`config.mk`:
```
export PLATFORM = sky130hd
export DESIGN_NAME = time_display_scanner
export DESIGN_NICKNAME = d
export VERILOG_FILES = /design/src/rtl/time_display_scanner.sv
export SDC_FILE = /design/constraint.sdc
export NUM_CORES = 1
export LEC_CHECK = 0
export CORE_MARGIN = 8
export CORE_UTILIZATION = 30
export CTS_CLUSTER_DIAMETER = 150
export CTS_CLUSTER_SIZE = 28
export DETAILED_ROUTE_END_ITERATION = 8
export PLACE_DENSITY = 0.53
export SLEW_MARGIN = 10
export SYNTH_ARGS = -nofsm -noshare
export SYNTH_HDL_FRONTEND = slang
export SYNTH_SLANG_ARGS = --single-unit
```
`constraint.sdc`:
```
create_clock -name clk -period 3.55 [get_ports clk]
set_clock_uncertainty 0.1 [all_clocks]
set_input_delay 0.355 -clock clk [delete_from_list [all_inputs] [get_ports clk]]
set_output_delay 0.355 -clock clk [all_outputs]
set_load 0.005 [all_outputs]
```
`src/rtl/time_display_scanner.sv`:
```
`default_nettype none
// ============================================================================
//  Module      : time_display_scanner
//  Description : Samples hours/minutes/seconds once per refresh frame.
//                Converts two fields to BCD with a subtract-by-10 FSM.
//                Drives a 4-digit multiplexed 7-segment display.
//                Adds a 1 Hz blinking colon and leading-zero blanking on hours.
//  Revision    : 1.0 - initial release
// ============================================================================
module time_display_scanner #(
    parameter int SCAN_DIV = 1000
) (
    input  logic       clk,
    input  logic       reset,
    input  logic       Clk_1sec,
    input  logic       show_hm,
    input  logic [5:0] seconds,
    input  logic [5:0] minutes,
    input  logic [5:0] hours,
    output logic [6:0] seg,
    output logic       dp,
    output logic [3:0] an
);

    localparam int                 c_CNT_W   = (SCAN_DIV > 1) ? $clog2(SCAN_DIV) : 1;
    localparam logic [c_CNT_W-1:0] c_CNT_MAX = c_CNT_W'(SCAN_DIV - 1);

    localparam logic [1:0] c_ST_IDLE    = 2'd0;
    localparam logic [1:0] c_ST_CONV_HI = 2'd1;
    localparam logic [1:0] c_ST_CONV_LO = 2'd2;
    localparam logic [1:0] c_ST_COMMIT  = 2'd3;

    logic [c_CNT_W-1:0] r_scan_cnt;
    logic [1:0]         r_digit_sel;
    logic               w_frame_start;

    logic               r_old_clk_1sec;
    logic               r_blink;

    logic [1:0]         r_state;
    logic [5:0]         r_work_hi;
    logic [5:0]         r_work_lo;
    logic [3:0]         r_hi_tens;
    logic [3:0]         r_hi_ones;
    logic [3:0]         r_lo_tens;
    logic [3:0]         r_lo_ones;
    logic               r_mode_lat;

    logic [3:0]         r_d3;
    logic [3:0]         r_d2;
    logic [3:0]         r_d1;
    logic [3:0]         r_d0;
    logic               r_disp_hm;

    logic [5:0]         w_hi_sel;
    logic [5:0]         w_lo_sel;
    logic [3:0]         w_digit;
    logic               w_blank;

    // BCD digit to {g,f,e,d,c,b,a}; values above 9 never reach here
    function automatic logic [6:0] f_seg7(input logic [3:0] d);
        logic [6:0] s;
        case (d)
            4'd0:    s = 7'h3F;
            4'd1:    s = 7'h06;
            4'd2:    s = 7'h5B;
            4'd3:    s = 7'h4F;
            4'd4:    s = 7'h66;
            4'd5:    s = 7'h6D;
            4'd6:    s = 7'h7D;
            4'd7:    s = 7'h07;
            4'd8:    s = 7'h7F;
            4'd9:    s = 7'h6F;
            default: s = 7'h00;
        endcase
        return s;
    endfunction

    assign w_frame_start = (r_digit_sel == 2'd3) && (r_scan_cnt == c_CNT_MAX);
    assign w_hi_sel      = show_hm ? hours   : minutes;
    assign w_lo_sel      = show_hm ? minutes : seconds;

    // Per-digit dwell counter and digit selector
    always_ff @(posedge clk) begin
        if (reset) begin
            r_scan_cnt  <= '0;
            r_digit_sel <= 2'd0;
        end else if (r_scan_cnt == c_CNT_MAX) begin
            r_scan_cnt  <= '0;
            r_digit_sel <= r_digit_sel + 2'd1;
        end else begin
            r_scan_cnt  <= r_scan_cnt + 1'b1;
        end
    end

    // History of Clk_1sec; kept running through reset so a level already high at release is not seen as an edge
    always_ff @(posedge clk) begin
        r_old_clk_1sec <= Clk_1sec;
    end

    // Colon blink toggles once per rising edge of the 1 Hz input
    always_ff @(posedge clk) begin
        if (reset) begin
            r_blink <= 1'b0;
        end else if (Clk_1sec && !r_old_clk_1sec) begin
            r_blink <= ~r_blink;
        end
    end

    // Sequential binary-to-BCD conversion of the hi and lo fields, one frame at a time
    always_ff @(posedge clk) begin
        if (reset) begin
            r_state    <= c_ST_IDLE;
            r_work_hi  <= '0;
            r_work_lo  <= '0;
            r_hi_tens  <= '0;
            r_hi_ones  <= '0;
            r_lo_tens  <= '0;
            r_lo_ones  <= '0;
            r_mode_lat <= 1'b0;
        end else begin
            case (r_state)
                c_ST_IDLE: begin
                    if (w_frame_start) begin
                        r_work_hi  <= w_hi_sel;
                        r_work_lo  <= w_lo_sel;
                        r_mode_lat <= show_hm;
                        r_hi_tens  <= '0;
                        r_lo_tens  <= '0;
                        r_state    <= c_ST_CONV_HI;
                    end
                end
                c_ST_CONV_HI: begin
                    if (r_work_hi >= 6'd10) begin
                        r_work_hi <= r_work_hi - 6'd10;
                        r_hi_tens <= r_hi_tens + 4'd1;
                    end else begin
                        r_hi_ones <= r_work_hi[3:0];
                        r_state   <= c_ST_CONV_LO;
                    end
                end
                c_ST_CONV_LO: begin
                    if (r_work_lo >= 6'd10) begin
                        r_work_lo <= r_work_lo - 6'd10;
                        r_lo_tens <= r_lo_tens + 4'd1;
                    end else begin
                        r_lo_ones <= r_work_lo[3:0];
                        r_state   <= c_ST_COMMIT;
                    end
                end
                default: begin
                    r_state <= c_ST_IDLE;
                end
            endcase
        end
    end

    // All four digits and the mode are committed together so the display never tears
    always_ff @(posedge clk) begin
        if (reset) begin
            r_d3      <= '0;
            r_d2      <= '0;
            r_d1      <= '0;
            r_d0      <= '0;
            r_disp_hm <= 1'b1;
        end else if (r_state == c_ST_COMMIT) begin
            r_d3      <= r_hi_tens;
            r_d2      <= r_hi_ones;
            r_d1      <= r_lo_tens;
            r_d0      <= r_lo_ones;
            r_disp_hm <= r_mode_lat;
        end
    end

    // Select the committed digit for the active position and decide leading-zero blanking
    always_comb begin
        w_digit = r_d0;
        case (r_digit_sel)
            2'd0:    w_digit = r_d0;
            2'd1:    w_digit = r_d1;
            2'd2:    w_digit = r_d2;
            default: w_digit = r_d3;
        endcase
        w_blank = r_disp_hm && (r_d3 == 4'd0) && (r_digit_sel == 2'd3);
    end

    // Registered display drive: anode, segments and colon
    always_ff @(posedge clk) begin
        if (reset) begin
            seg <= 7'h00;
            dp  <= 1'b0;
            an  <= 4'b1111;
        end else begin
            an  <= ~(4'b0001 << r_digit_sel);
            seg <= w_blank ? 7'h00 : f_seg7(w_digit);
            dp  <= (r_digit_sel == 2'd2) && r_blink;
        end
    end

endmodule
`default_nettype wire

```
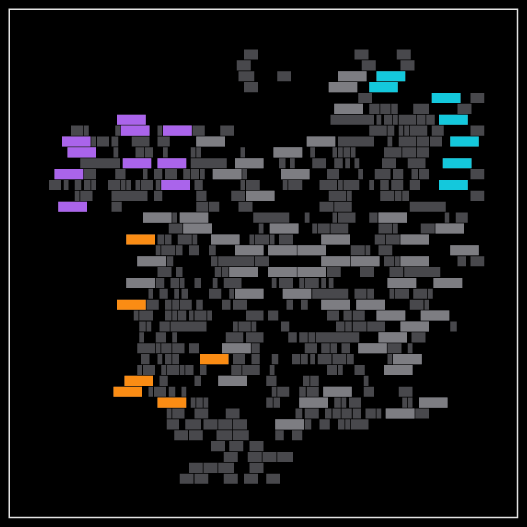
Figure 1: where the registers sit.
(4 px per um) Other sequential cells in the stronger gray, the rest of the logic in the fainter gray.
[r_scan_cnt] purple | sequential cells: 10
[seg] cyan | sequential cells: 7 | where: upper right
[r_work_hi] orange | sequential cells: 6
not colored: 51

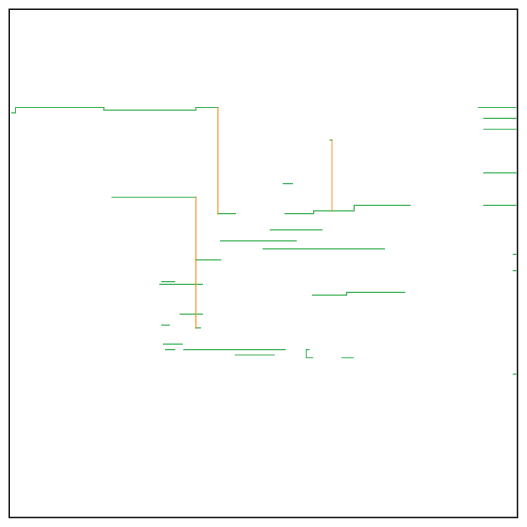
Figure 2: signal wires by layer.
(4 px per um) Two of the layers only.
[metal 3] green | wire length: 322 um
[metal 4] orange | wire length: 76.8 um

==> impl_metrics.env <==
# physical design summary
export IMPL_synth_seq_area_share_pct=40.3
export IMPL_nMultiInputCombCells=293
export IMPL_final_layout_top_logic_cell="sky130_fd_sc_hd__dfxtp_1"
export IMPL_prevailing_logic_family_in_the_synthesized_netlist="simple AND/OR/NAND/NOR gates"
export IMPL_top_cell_area_share_pct=40.3
export IMPL_n_all_buffers=35
export IMPL_combAreaFraction_pct=46.1
export IMPL_layout_cells_most_common_list="sky130_fd_sc_hd__dfxtp_1, sky130_fd_sc_hd__nor2_1, sky130_fd_sc_hd__mux2i_1"
export IMPL_holdWs_ns=0.330
export IMPL_global_route_overflow_total=0
export IMPL_cp_cell_sequence="inv_1, ha_1, or3b_2, o21ai_1, a311oi_1, a31o_2"
export IMPL_via_count_of_the_first_global_routing_pass=2971
export IMPL_dr_wl_met2_um=4380
export IMPL_met3RoutedLength_um=322
export IMPL_worst_r2r_startpoint="r_state[0]"
export IMPL_reg2reg_to="r_state[1]"
export IMPL_final_instance_count_excl_fill=582
export IMPL_number_of_tap_cells_inserted=147
export IMPL_most_frequent_cell_after_synthesis="sky130_fd_sc_hd__dfxtp_1"
export IMPL_ioPinCount=34
export IMPL_clock_tree_htree_level_count=3
export IMPL_drv_slew=0
export IMPL_route_detailed_vias_per_inst=5.11
export IMPL_relSlewSlack_pct=29.6
export IMPL_largest_register_ff_count=10
export IMPL_postSynthAreaPerCell_um2=9.08
export IMPL_switching_share_pct=24.9
export IMPL_synth_adder_area_share_pct=6.81
export IMPL_synthCells=405
export IMPL_wirelength_um=9030
export IMPL_dp_cells=566
export IMPL_top_cells_by_area="sky130_fd_sc_hd__dfxtp_1, sky130_fd_sc_hd__mux2i_1, sky130_fd_sc_hd__ha_1"
export IMPL_highest_routing_layer_actually_used="met4"
export IMPL_startpoint_type="register"
export IMPL_clkCellAreaFrac_pct=7.34
export IMPL_critical_path_max_fanout=20
export IMPL_p_switching_uw=520
export IMPL_post_cts_resized_instances=0
export IMPL_leakage_uw=0.00157
export IMPL_post_synth_instance_area_um2=3680
export IMPL_vias=2975
export IMPL_period_used_pct=71.8
export IMPL_finalCriticalPeriod_ns=2.55
export IMPL_port_buffers=33
export IMPL_inv_count=17
export IMPL_internal_power_uw=1570
export IMPL_place_gp_congestion=0.802
export IMPL_comb_area_um2=2050
export IMPL_synth_stat_cells=405
export IMPL_gr_usage_met2_pct=19.1
export IMPL_worst_path_dominant_cell_family="AND-OR/OR-AND gates"
export IMPL_wl_met1_um=4250
export IMPL_dpl_worst_slack_ns=1.04
export IMPL_finalNetCount=472
export IMPL_rsz0062_at_grt="false"
export IMPL_wl_per_cell_um=15.5
export IMPL_slowest_stage="sky130_fd_sc_hd__ha_1"
export IMPL_power_ir_vdd_worst_mv=0.173
export IMPL_totalPowerFinal_uw=2090
export IMPL_initialDrtViolationCount=237
export IMPL_netlist_top_cell_by_area="sky130_fd_sc_hd__dfxtp_1"
export IMPL_clk_path_buf_depth=2
export IMPL_largestRegisters="r_scan_cnt: 10 flops, seg: 7 flops"
export IMPL_fmax_mhz=392
export IMPL_edf_count=0
export IMPL_critPathCaptureType="register"
export IMPL_report_final_setup_viol=0
export IMPL_placeableCoreArea_um2=12000
export IMPL_synth_yosys_warnings=0
export IMPL_run_status="completed"
export IMPL_hold_path_startpoint="reset"
export IMPL_max_slew_worst_pin_slew_ns=1.06
export IMPL_area_share_sequential_pct=33.3
export IMPL_clock_buffer_count=9
export IMPL_regMostFlops="r_scan_cnt"
export IMPL_area_grow_syn2layout_pct=20.9
export IMPL_sequentialPowerShare_pct=41.7
export IMPL_finish_utilization_pct=37.0
export IMPL_grt_util_all_layers_pct=11.6
export IMPL_chip_area_um2=16100
export IMPL_finish_instance_area_um2=4450
export IMPL_aoi_share_pct=15.8
export IMPL_grt_util_met1_pct=14.4
export IMPL_cts_made_buffers=9
export IMPL_final_antenna_net_count=0
export IMPL_critical_path_depth=6
export IMPL_warnings=38
export IMPL_placement_cell_area_um2=4120
export IMPL_postCtsSetupRepairBufs=0
export IMPL_fin_tns_setup_ns=0
export IMPL_cp_required_ns=3.68
export IMPL_num_fill_cells=1221
export IMPL_async_reset_ff_share_pct=0
export IMPL_layout_drive_gt1_share_pct=8.51
export IMPL_clkPwrFrac_pct=47.1
export IMPL_combinationalPower_uw=233
export IMPL_gr_usage_met3_pct=3.18
export IMPL_numClockSinks=74
